### config.mk
export PLATFORM = sky130hd
export DESIGN_NAME = ddr_read_return_fifo_flat
export DESIGN_NICKNAME = d
export VERILOG_FILES = /design/src/rtl/ddr_read_return_fifo_pkg.sv /design/src/rtl/ddr_read_return_fifo_if.sv /design/src/rtl/ddr_read_return_fifo_mem.sv /design/src/rtl/ddr_read_return_fifo.sv /design/src/flat_wrapper.sv
export SDC_FILE = /design/constraint.sdc
export NUM_CORES = 1
export LEC_CHECK = 0
export CAP_MARGIN = 15
export CORE_MARGIN = 3
export CORE_UTILIZATION = 30
export DETAILED_ROUTE_END_ITERATION = 8
export PLACE_DENSITY = 0.49
export SLEW_MARGIN = 10
export SYNTH_ARGS = -nofsm -noshare
export SYNTH_HDL_FRONTEND = slang
export SYNTH_SLANG_ARGS = --single-unit
### constraint.sdc
create_clock -name clk -period 3.6 [get_ports clk]
set_clock_uncertainty 0.15 [all_clocks]
set_input_delay 0.72 -clock clk [delete_from_list [all_inputs] [get_ports clk]]
set_output_delay 0.72 -clock clk [all_outputs]
set_load 0.02 [all_outputs]
### src/rtl/ddr_read_return_fifo_pkg.sv
// Shared DDR parameters: data/burst/counter widths, command and init state
// encodings, and the read-return FIFO entry layout.
package ddr_read_return_fifo_pkg;

    localparam int DDR_DATA_W    = 16;
    localparam int DDR_BURST_LEN = 4;
    localparam int DDR_OVF_CNT_W = 8;

    typedef enum logic [2:0] {
        CMD_NOP,
        CMD_ACT,
        CMD_RD,
        CMD_WR,
        CMD_PRE,
        CMD_REF,
        CMD_MRS
    } ddr_cmd_e;

    typedef enum logic [2:0] {
        INIT_IDLE,
        INIT_WAIT_PWR,
        INIT_PRECHARGE,
        INIT_REFRESH,
        INIT_LOAD_MODE,
        INIT_DONE
    } ddr_init_e;

    // One stored word plus its end-of-burst marker.
    typedef struct packed {
        logic                  last;
        logic [DDR_DATA_W-1:0] data;
    } rd_entry_t;

    localparam int RD_ENTRY_W = $bits(rd_entry_t);

    function automatic bit is_pow2(input int v);
        return (v > 0) && ((v & (v - 1)) == 0);
    endfunction

endpackage

### src/rtl/ddr_read_return_fifo_if.sv
// Read-return handshake: capture side (data_out_rdy/sys_data_r) and
// consumer side (rd_data/rd_valid/rd_last/rd_ready).
interface ddr_read_return_fifo_if;
    import ddr_read_return_fifo_pkg::*;

    logic                  data_out_rdy;
    logic [DDR_DATA_W-1:0] sys_data_r;
    logic                  rd_ready;
    logic [DDR_DATA_W-1:0] rd_data;
    logic                  rd_valid;
    logic                  rd_last;

    // master: read datapath plus consumer; slave: the FIFO itself.
    modport master (
        output data_out_rdy,
        output sys_data_r,
        output rd_ready,
        input  rd_data,
        input  rd_valid,
        input  rd_last
    );

    modport slave (
        input  data_out_rdy,
        input  sys_data_r,
        input  rd_ready,
        output rd_data,
        output rd_valid,
        output rd_last
    );

endinterface

### src/rtl/ddr_read_return_fifo_mem.sv
// Register-array storage for the read-return FIFO: one synchronous write
// port, one asynchronous read port. Contents are never reset.
module ddr_rd_fifo_mem #(
    parameter int DEPTH = 16,
    parameter int WIDTH = 17
) (
    input  logic                     clk,
    input  logic                     we,
    input  logic [$clog2(DEPTH)-1:0] waddr,
    input  logic [WIDTH-1:0]         wdata,
    input  logic [$clog2(DEPTH)-1:0] raddr,
    output logic [WIDTH-1:0]         rdata
);

    logic [WIDTH-1:0] mem [DEPTH];

    always_ff @(posedge clk) begin
        if (we) begin
            mem[waddr] <= wdata;
        end
    end

    assign rdata = mem[raddr];

endmodule

### src/rtl/ddr_read_return_fifo.sv
// First-word-fall-through FIFO for DDR read-return words with burst-end tagging
// and sticky overflow. Define DDR_RD_FIFO_OVF_CNT_EN to build the dropped-word counter.
module ddr_read_return_fifo
    import ddr_read_return_fifo_pkg::*;
#(
    parameter int DEPTH       = 16,
    parameter int BURST_WORDS = DDR_BURST_LEN
) (
    input  logic                       clk,
    input  logic                       rst,
    ddr_read_return_fifo_if.slave      bus,
    input  logic                       ovf_clr,
    output logic [$clog2(DEPTH):0]     level,
    output logic                       ovf,
    output logic [DDR_OVF_CNT_W-1:0]   ovf_count
);

    localparam int AW     = $clog2(DEPTH);
    localparam int BEAT_W = (BURST_WORDS > 1) ? $clog2(BURST_WORDS) : 1;

    localparam logic [AW:0]       PTR_ONE   = (AW + 1)'(1);
    localparam logic [BEAT_W-1:0] BEAT_ONE  = BEAT_W'(1);
    localparam logic [BEAT_W-1:0] BEAT_LAST = BEAT_W'(BURST_WORDS - 1);

    if (!is_pow2(DEPTH) || DEPTH < 4 || DEPTH > 256) begin : g_bad_depth
        $error("ddr_read_return_fifo: DEPTH must be a power of two in 4..256");
    end
    if (!is_pow2(BURST_WORDS) || BURST_WORDS > DEPTH) begin : g_bad_burst
        $error("ddr_read_return_fifo: BURST_WORDS must be a power of two in 1..DEPTH");
    end

    logic [AW:0]       wr_ptr;
    logic [AW:0]       rd_ptr;
    logic [BEAT_W-1:0] beat_cnt;
    logic              beat_last;
    logic              full;
    logic              empty;
    logic              push;
    logic              pop;
    logic              drop;
    logic              mem_we;
    rd_entry_t         wr_entry;
    rd_entry_t         rd_entry;

    // Extra pointer MSB separates full from empty when the addresses coincide.
    assign empty = (wr_ptr == rd_ptr);
    assign full  = (wr_ptr[AW-1:0] == rd_ptr[AW-1:0]) && (wr_ptr[AW] != rd_ptr[AW]);
    assign level = wr_ptr - rd_ptr;

    // Fullness is judged before a same-edge pop, so a push into a full FIFO drops.
    assign push      = bus.data_out_rdy && !full;
    assign drop      = bus.data_out_rdy && full;
    assign pop       = !empty && bus.rd_ready;
    assign beat_last = (beat_cnt == BEAT_LAST);
    assign mem_we    = push && rst;

    assign wr_entry.last = beat_last;
    assign wr_entry.data = bus.sys_data_r;

    ddr_rd_fifo_mem #(
        .DEPTH (DEPTH),
        .WIDTH (RD_ENTRY_W)
    ) u_mem (
        .clk   (clk),
        .we    (mem_we),
        .waddr (wr_ptr[AW-1:0]),
        .wdata (wr_entry),
        .raddr (rd_ptr[AW-1:0]),
        .rdata (rd_entry)
    );

    assign bus.rd_valid = !empty;
    assign bus.rd_data  = rd_entry.data;
    assign bus.rd_last  = !empty && rd_entry.last;

    always_ff @(posedge clk) begin
        if (!rst) begin
            wr_ptr   <= '0;
            rd_ptr   <= '0;
            beat_cnt <= '0;
            ovf      <= 1'b0;
        end else begin
            if (push) begin
                wr_ptr <= wr_ptr + PTR_ONE;
            end
            if (pop) begin
                rd_ptr <= rd_ptr + PTR_ONE;
            end
            // A gap in data_out_rdy restarts the burst so short bursts never tag last.
            if (!bus.data_out_rdy || beat_last) begin
                beat_cnt <= '0;
            end else begin
                beat_cnt <= beat_cnt + BEAT_ONE;
            end
            if (drop) begin
                ovf <= 1'b1;
            end else if (ovf_clr) begin
                ovf <= 1'b0;
            end
        end
    end

`ifdef DDR_RD_FIFO_OVF_CNT_EN
    logic [DDR_OVF_CNT_W-1:0] ovf_cnt;

    function automatic logic [DDR_OVF_CNT_W-1:0] sat_inc(input logic [DDR_OVF_CNT_W-1:0] v);
        return (&v) ? v : v + DDR_OVF_CNT_W'(1);
    endfunction

    // A drop on the clearing edge restarts the count at one.
    always_ff @(posedge clk) begin
        if (!rst) begin
            ovf_cnt <= '0;
        end else if (drop) begin
            ovf_cnt <= ovf_clr ? DDR_OVF_CNT_W'(1) : sat_inc(ovf_cnt);
        end else if (ovf_clr) begin
            ovf_cnt <= '0;
        end
    end

    assign ovf_count = ovf_cnt;
`else
    assign ovf_count = '0;
`endif

endmodule

### src/flat_wrapper.sv
// flat-port wrapper written by rule: the top's interface ports become plain ports
module ddr_read_return_fifo_flat import ddr_read_return_fifo_pkg::*;
#(
    parameter int DEPTH       = 16,
    parameter int BURST_WORDS = DDR_BURST_LEN
)
  (clk, rst, ovf_clr, level, ovf, ovf_count, bus_data_out_rdy, bus_sys_data_r, bus_rd_ready, bus_rd_data, bus_rd_valid, bus_rd_last);
  ddr_read_return_fifo_if bus_i ();
  input  logic clk;
  input  logic rst;
  input  logic ovf_clr;
  output logic [$clog2(DEPTH):0] level;
  output logic ovf;
  output logic [DDR_OVF_CNT_W-1:0] ovf_count;
  input wire logic [$bits(bus_i.data_out_rdy)-1:0] bus_data_out_rdy;
  input wire logic [$bits(bus_i.sys_data_r)-1:0] bus_sys_data_r;
  input wire logic [$bits(bus_i.rd_ready)-1:0] bus_rd_ready;
  output wire logic [$bits(bus_i.rd_data)-1:0] bus_rd_data;
  output wire logic [$bits(bus_i.rd_valid)-1:0] bus_rd_valid;
  output wire logic [$bits(bus_i.rd_last)-1:0] bus_rd_last;
  assign bus_i.data_out_rdy = bus_data_out_rdy;
  assign bus_i.sys_data_r = bus_sys_data_r;
  assign bus_i.rd_ready = bus_rd_ready;
  assign bus_rd_data = bus_i.rd_data;
  assign bus_rd_valid = bus_i.rd_valid;
  assign bus_rd_last = bus_i.rd_last;
  ddr_read_return_fifo #(.DEPTH(DEPTH), .BURST_WORDS(BURST_WORDS)) u_core (.clk(clk), .rst(rst), .bus(bus_i), .ovf_clr(ovf_clr), .level(level), .ovf(ovf), .ovf_count(ovf_count));
endmodule
Figure 1. Zoomed window.
Window x 80 to 120, y 80 to 120 um. Cells in grey, sequential cells in the stronger grey; small squares are vias.
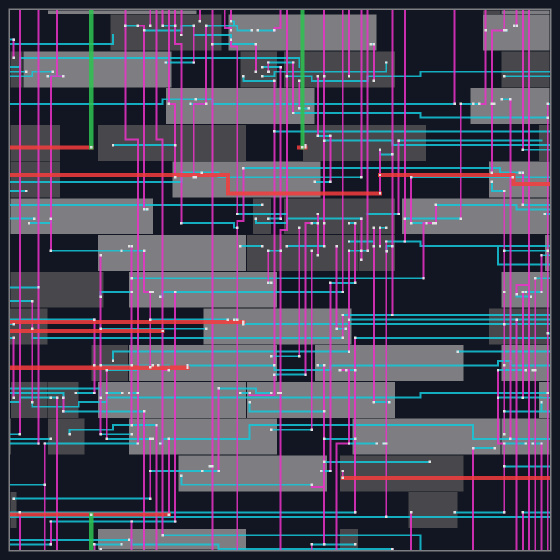
| colour | layer |
|---|---|
| green | met4 |
| magenta | met2 |
| red | met3 |
| cyan | met1 |
sequential cells in the window: 18
netlist names of flops here include: u_core.u_mem.mem (18)
most frequent: edfxtp_1 (18), mux4_2 (4), buf_4 (4)
cells with their middle in the window: 37

Figure 2. Cell placement.
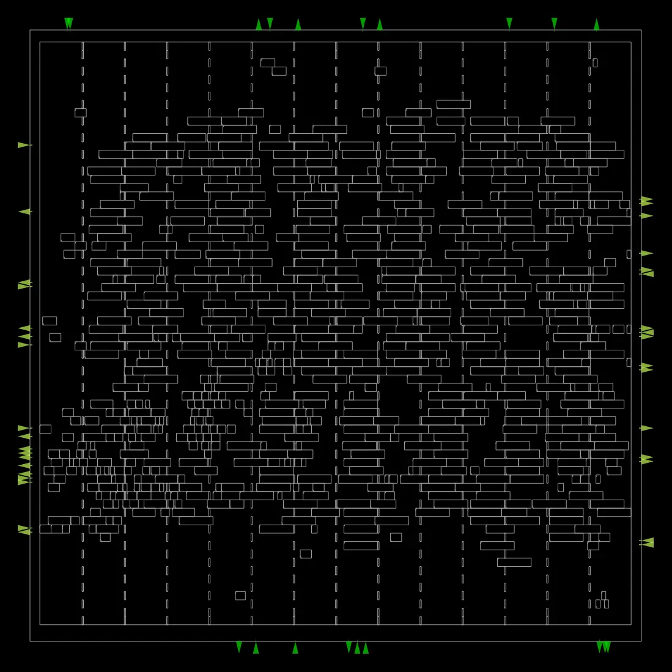
Fillers: 3350
Seq cells: 289
FP Rows: 70
# Taps: 468

==> impl_metrics.tcl <==
# collected from the flow reports
set metrics [dict create \
    cp.depth 5 \
    synthFlopType "edfxtp_1" \
    clk_share_pct 7.105 \
    ys_top_logic_family "multiplexers" \
    largest_register "u_core.u_mem.mem" \
    place_ws_ps 322.3 \
    crit_path_max_fanout 10 \
    nNonClkInverters 7 \
    hold_start "u_core.beat_cnt[0]" \
    buffers 86 \
    clk_pin_slew_worst_paths_ps 60 \
    comb-power_mw 1.11 \
    cp_data_arrival_time_ps 2660 \
    fp.dieW_um 199.8 \
    worstRegToRegCells 7 \
    comb_share_pct 19.16 \
    vias 5596 \
    portBuffers 44 \
    critical-path-top-delay-family "buffers and inverters" \
    ys_chip_area_mm2 0.01127 \
    num-multi-input-gates 227 \
    logic_area_mm2 0.002599 \
    top_cell "edfxtp_1" \
    pg_seq_mw 3.75 \
    die_area_mm2 0.03991 \
    drive_above_1_share_pct 25.56 \
    power.internal_mw 6.070 \
    r2r_end "u_core.u_mem.mem[0][12]" \
    top_area_cell_class "sequential cells" \
    cts_setup_buffers 4 \
    ys_cells 551 \
    cp_slowest_stage_delay_ps 560 \
    finalHoldViolCount 0 \
    crit_end "bus_rd_data[4]" \
    grt_busiest_layer "met2" \
    htree_levels 1 \
    dp_hpwl_um 15070 \
    met1_usage_pct 18.25 \
    highest_layer "met4" \
    wl_um 26290 \
    xor_area_share_pct 0.9218 \
    ys_warn_count 0 \
    place_area_mm2 0.01250 \
    ys_sh_adder_pct 1.288 \
    diodes 0 \
    postRouteAntennaNets 0 \
    ys_top_cells_by_area "edfxtp_1 73%, mux4_2 13%, dfxtp_1 3.0%" \
    grt.overflow.total 0 \
    min_path_cells 1 \
    aoi_share_pct 3.310 \
    grt_pass1_wl_um 39150 \
    fin_crit_ps 3525 \
    yosys.area.top_type "edfxtp_1" \
    nNetsFinal 673 \
    clock_path_buffers 3 \
    hold_class "reg2reg" \
    outcome "finished, final reports clean" \
    crit_required_ps 2730 \
    switching_share_pct 22.99 \
    buffer_area_share_pct 6.422 \
    path_class "reg2out" \
    reg.largest.list "u_core.u_mem.mem (272), u_core.rd_ptr (5), u_core.wr_ptr (5)" \
    remaining_drc_errors 0 \
    dp_cells 1072 \
    postCtsResizedCells 5 \
    fmax_mhz 283.7 \
    p_comb_share_pct 14.1 \
    tightest_slew_ps 562.0 \
    top_cell_area_share_pct 72.50 \
    clock_latency_ps 540 \
    irDropWorstVdd_mv 0.3653 \
    setup_slack_ps 74.89 \
    warning_count 29 \
    rsz0062_at_grt "no" \
    cp-end-kind "output port" \
    hold-worst-slack_ps 287.3 \
    slowest_stage "clkdlybuf4s50_1" \
    p_clk_mw 3.02 \
    timing.final.crit_share_pct 97.92 \
]
